$ cat config.mk
export PLATFORM = sky130hd
export DESIGN_NAME = uart_rx_fifo
export DESIGN_NICKNAME = d
export VERILOG_FILES = /design/src/rtl/uart_pkg.sv /design/src/rtl/uart_fifo_mem.sv /design/src/rtl/uart_rx_fifo.sv
export SDC_FILE = /design/constraint.sdc
export NUM_CORES = 1
export LEC_CHECK = 0
export CAP_MARGIN = 5
export CORE_UTILIZATION = 54
export DETAILED_ROUTE_END_ITERATION = 8
export HOLD_SLACK_MARGIN = 0.12
export PLACE_DENSITY = 0.75
export SLEW_MARGIN = 20
export SYNTH_ARGS = -nofsm -noshare
export SYNTH_HDL_FRONTEND = slang
export SYNTH_SLANG_ARGS = --single-unit
export TNS_END_PERCENT = 100
$ cat constraint.sdc
create_clock -name clk -period 2.75 [get_ports clk]
set_clock_uncertainty 0.2 [all_clocks]
set_input_delay 0.275 -clock clk [delete_from_list [all_inputs] [get_ports clk]]
set_output_delay 0.275 -clock clk [all_outputs]
set_load 0.005 [all_outputs]
$ cat src/rtl/uart_pkg.sv
// Shared UART byte type and default receive-buffer depth.
package uart_pkg;

    localparam int UART_BYTE_W            = 8;
    localparam int UART_RX_FIFO_DEPTH_DEF = 16;

    typedef logic [UART_BYTE_W-1:0] uart_byte_t;

endpackage

$ cat src/rtl/uart_fifo_mem.sv
// DEPTH x byte register array: one synchronous write port, one asynchronous read port.
// Storage is deliberately left without reset.
module uart_fifo_mem
    import uart_pkg::*;
#(
    parameter int DEPTH = UART_RX_FIFO_DEPTH_DEF,
    parameter int AW    = $clog2(DEPTH)
) (
    input  logic          clk,
    input  logic          we,
    input  logic [AW-1:0] waddr,
    input  uart_byte_t    wdata,
    input  logic [AW-1:0] raddr,
    output uart_byte_t    rdata
);

    uart_byte_t mem [DEPTH];

    always_ff @(posedge clk) begin
        if (we) begin
            mem[waddr] <= wdata;
        end
    end

    assign rdata = mem[raddr];

endmodule

$ cat src/rtl/uart_rx_fifo.sv
// First-word-fall-through byte buffer behind the UART RX deserializer.
// Optional sticky drop flag enabled by defining UART_RX_FIFO_OVERRUN_EN.
module uart_rx_fifo
    import uart_pkg::*;
#(
    parameter  int DEPTH = UART_RX_FIFO_DEPTH_DEF,
    localparam int AW    = $clog2(DEPTH)
) (
    input  logic                   clk,
    input  logic                   rst,
    input  logic [UART_BYTE_W-1:0] wr_data,
    input  logic                   wr_stb,
    output logic [UART_BYTE_W-1:0] rd_data,
    output logic                   rd_valid,
    input  logic                   rd_ready,
    output logic [AW:0]            count,
    output logic                   full,
    output logic                   overrun,
    input  logic                   overrun_clr
);

    localparam logic [AW:0] ONE = {{AW{1'b0}}, 1'b1};

    logic [AW:0] wr_ptr;
    logic [AW:0] rd_ptr;
    logic        empty;
    logic        rd_fire;
    logic        wr_fire;
    uart_byte_t  mem_rdata;

    assign empty    = (wr_ptr == rd_ptr);
    assign full     = (wr_ptr[AW-1:0] == rd_ptr[AW-1:0]) && (wr_ptr[AW] != rd_ptr[AW]);
    assign rd_valid = !empty;
    assign rd_fire  = rd_valid && rd_ready;
    // A read on the same edge frees the slot, so a write while full still lands.
    assign wr_fire  = wr_stb && (!full || rd_fire);
    assign rd_data  = rd_valid ? mem_rdata : '0;

    uart_fifo_mem #(
        .DEPTH (DEPTH),
        .AW    (AW)
    ) u_mem (
        .clk   (clk),
        .we    (wr_fire),
        .waddr (wr_ptr[AW-1:0]),
        .wdata (wr_data),
        .raddr (rd_ptr[AW-1:0]),
        .rdata (mem_rdata)
    );

    always_ff @(posedge clk or posedge rst) begin
        if (rst) begin
            wr_ptr <= '0;
            rd_ptr <= '0;
            count  <= '0;
        end else begin
            if (wr_fire) begin
                wr_ptr <= wr_ptr + ONE;
            end
            if (rd_fire) begin
                rd_ptr <= rd_ptr + ONE;
            end
            case ({wr_fire, rd_fire})
                2'b10:   count <= count + ONE;
                2'b01:   count <= count - ONE;
                default: count <= count;
            endcase
        end
    end

`ifdef UART_RX_FIFO_OVERRUN_EN
    logic drop;

    assign drop = wr_stb && full && !rd_fire;

    // Set has priority over clear so a coincident drop is never lost.
    always_ff @(posedge clk or posedge rst) begin
        if (rst) begin
            overrun <= 1'b0;
        end else if (drop) begin
            overrun <= 1'b1;
        end else if (overrun_clr) begin
            overrun <= 1'b0;
        end
    end
`else
    logic unused_overrun_clr;

    assign unused_overrun_clr = overrun_clr;
    assign overrun            = 1'b0;
`endif

endmodule

**The metal 1 layer**

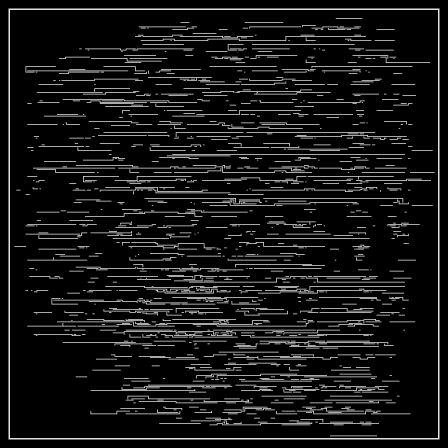
nets with wire on the layer: 384
main direction: horizontal
longest straight run: 57.5 um
share of all routed wire: 40%
drt total wl: 13.2 mm
met1 Usage GRT: 33.5%
via count: 3210

**The metal 2 layer**

Scale bar: 20 um. Cells faint in the background.
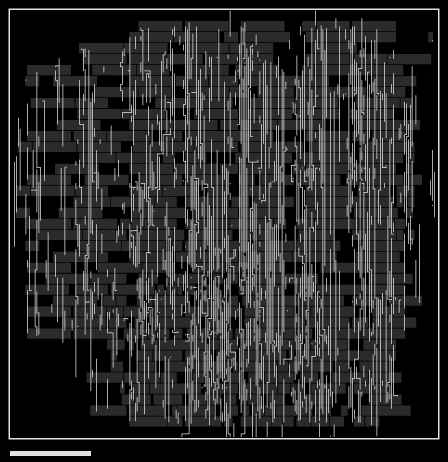
nets with wire on the layer: 370
wire length on this layer: 6730 um
share of all routed wire: 51%

**Signal wires on met3**

Scale bar: 20 um.
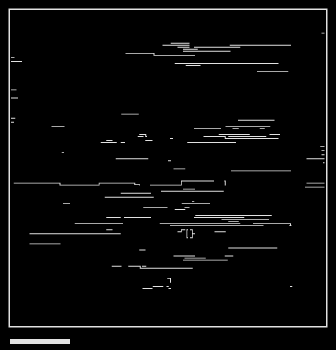
wire length on this layer: 788 um
share of all routed wire: 6.0%
nets with wire on the layer: 61
main direction: horizontal
longest straight run: 34.5 um

==> run notes <==
run metrics: P per Cell Area=1160 mW/mm^2, H-Tree Depth=4, Hold WS=0.308 ns, r2r setup slk=0.05 ns, CP Capture Type=output pin, VDD IR max=0.579 mV, antenna violations before repair=0, syn_nets=327, Initial Util=56.1%, failing checks=setup timing, CTS Buf Count=17, worst min-delay path class=flop to flop, LEAKAGE=2.61 nW, Iteration-0 DRC Markers=185, first-pass detailed-route iteration total=5, vias per cell=6.02, most common cell in the netlist=edfxtp_1, final worst slack=-0.00164 ns, antenna viol nets, final=0, CTS max path bufs=2, critical path class=flop to output pin, RSZ-0062 raised after global routing=true, Post-DP Area=0.00645 mm^2, die area=0.0112 mm^2, Die W=106 um, arrival time worst endpoint=2.28 ns, Final setup viols=1, Place WS=0.113 ns, Slew Limit Headroom=59.3%, DRC=0, Clock transition at path regs=0.06 ns, status=finished with violations, tally of OpenROAD warnings=32, clk sinks=143, Post-synth EDFFs=128, HPWL after DPL=6.66 mm, cell count in the Yosys report=305, Slew Limit Fails=0, design area=0.00746 mm^2, core area=0.0104 mm^2, Port Buffers=26, max-cap check violation count=0, fraction of layout cells with a size suffix above 1=40.1%, CP cell instances=buf_12 -> buf_8 -> mux4_2 -> a22oi_2 -> a21oi_2 -> buf_2, Syn. warnings=0, die span in y=106 um, RD Place Congestion=0.755, pin count of the biggest net entering global routing=36, global route overflow=0, GR Util All Layers=25.6%, Seq share, synth=72.2%, unique cell type count in the Yosys netlist=40, Clock Latency Late Sink=0.52 ns, crit-path max FO=6, post-synth top area cell=edfxtp_1, post-route insts no fill=533, top cells by area=edfxtp_1 (66%), mux4_2 (12%), dfrtp_1 (6.4%), site row count=37, antenna diode count=0, CTS tree=done, Final nets=407, Max stage delay on crit path=0.50 ns, CP max stage cell=mux4_2, layout overhead on the synthesized area=27.7%, Synth top area share=65.8%, Yosys Chip Area=0.00584 mm^2, vias in the first global route=3227, top cells by count, synth=edfxtp_1 (128), mux4_2 (32), nor2_1 (17), a22oi_1 (16), dfrtp_1 (15), Cell Area, Synth=0.00584 mm^2, Cells after Synth=305, first-pass GRT wire length=19.8 mm, fraction of registers with async set/reset=10.5%, dpl cells=481
**The metal 4 layer**

Cells faint in the background.
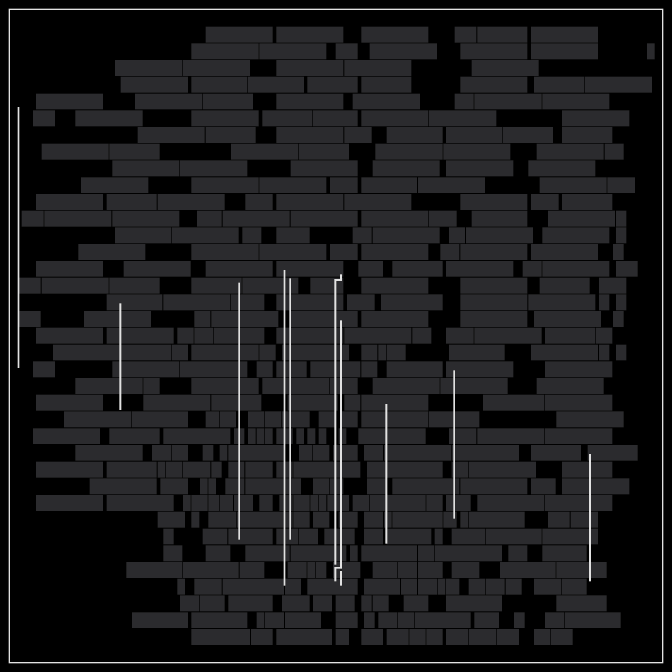
wire length on this layer: 353 um
main direction: vertical

**Track usage over the die**

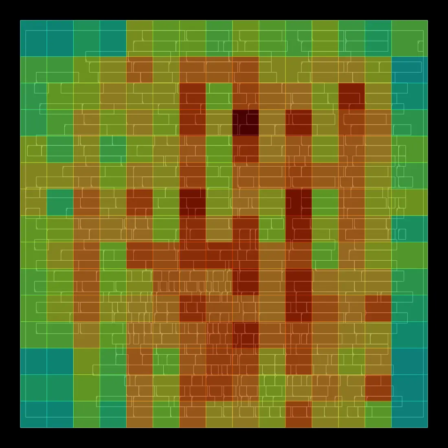
met3 GRT Util: 5.21%
wire per inst: 24.7 um
met2 Use GR: 41.8%

## cell usage in the layout (no fill, tap or decap), types with 2 or more instances in the layout
master,instances
xor2_1,6
buf_6,6
a21oi_1,3
clkbuf_16,16
nor3_1,4
buf_8,3
dlygate4sd2_1,2
dfrtp_1,14
xnor2_1,11
clkinv_4,2
mux2_1,3
clkinvlp_4,3
buf_4,34
buf_16,2
clkdlybuf4s50_1,16
a21oi_2,6
a22oi_2,15
ha_1,7
nand2b_1,2
nand4_1,3
edfxtp_1,128
mux4_2,32
bufinv_16,4
inv_6,4
inv_1,4
nand2_1,6
buf_12,6
nor2_1,16
a21o_1,3
mux2_2,2
buf_2,8
## power breakdown
group | leakage (nW) | internal, mW | total, mW | switching (mW)
Sequential | 1.33 | 2.68 | 2.88 | 0.200
Combinational | 0.979 | 1.76 | 3.37 | 1.61
Clock | 0.294 | 1.49 | 2.39 | 0.905
Total | 2.61 | 5.93 | 8.64 | 2.71
## worst max-delay path, delay by kind of cell, from the launching register on
family          cells  cell delay, ns
mux                 1            0.50
flops               1            0.45
compound gates      2            0.42
buf+inv             3            0.38
## cells by family after synthesis
logic type | Yosys count | share of synthesized area (%)
compound gates | 33 | 3.90
xor+xnor | 19 | 3.11
fa+ha+maj | 9 | 2.06
buf+inv | 22 | 1.91
flops | 143 | 72.2
mux | 37 | 13.3
other cells | 1 | 0.0642
simple gates | 41 | 3.43
## final cells by class
class,instances,area [um^2]
Multi-Input combinational cell,140,1660
Inverter,5,18.8
Clock buffer,17,414
Tap cell,136,170
Sequential cell,143,4220
Clock inverter,14,206
Timing Repair Buffer,78,771
Fill cell,619,2960
## per-stage QoR
| step | power, mW | setup TNS, ns |
|---|---|---|
| 2_1_floorplan | 4.56 | 0 |
| 3_3_place_gp | 5.56 | 0 |
| 3_5_place_dp | 5.60 | 0 |
| 4_1_cts | 8.56 | -0.0894 |
| 5_1_grt | 8.99 | -0.285 |
| 6_report | 8.64 | -0.00164 |
## registers in the layout (all words and copies together), names as in the netlist
signal and flops:
wr_ptr 5, rd_ptr 5, u_mem.mem 128, count 5
## worst paths after layout
kind,end,start,depth (start not counted)
worst max-delay path,rd_data[5],rd_ptr[0],6
worst min-delay path,count[4],count[4],1
worst max register to register,count[4],rd_ptr[0],11
worst min register to register,count[4],count[4],1
max in group asynchronous,rd_ptr[0],rst,3
min in group asynchronous,rd_ptr[2],rst,3
## layer usage
layer	track usage, %	part of all wire [%]	up-vias
met5	0	0	-
met4	11.5	2.7	0
met3	5.21	6.0	26
met2	41.8	51	158
met1	33.5	40	1646
li1	-	-	1380
## repair_timing
item	CTS	global route
hold buffers	1	0
setup buffers	17	4
gates resized	65	11
cloned	3	0
setup endpoints to repair	9	9
pin swaps	19	19
hold endpoints to repair	15	0
Power is estimated from default activity; no workload was simulated.
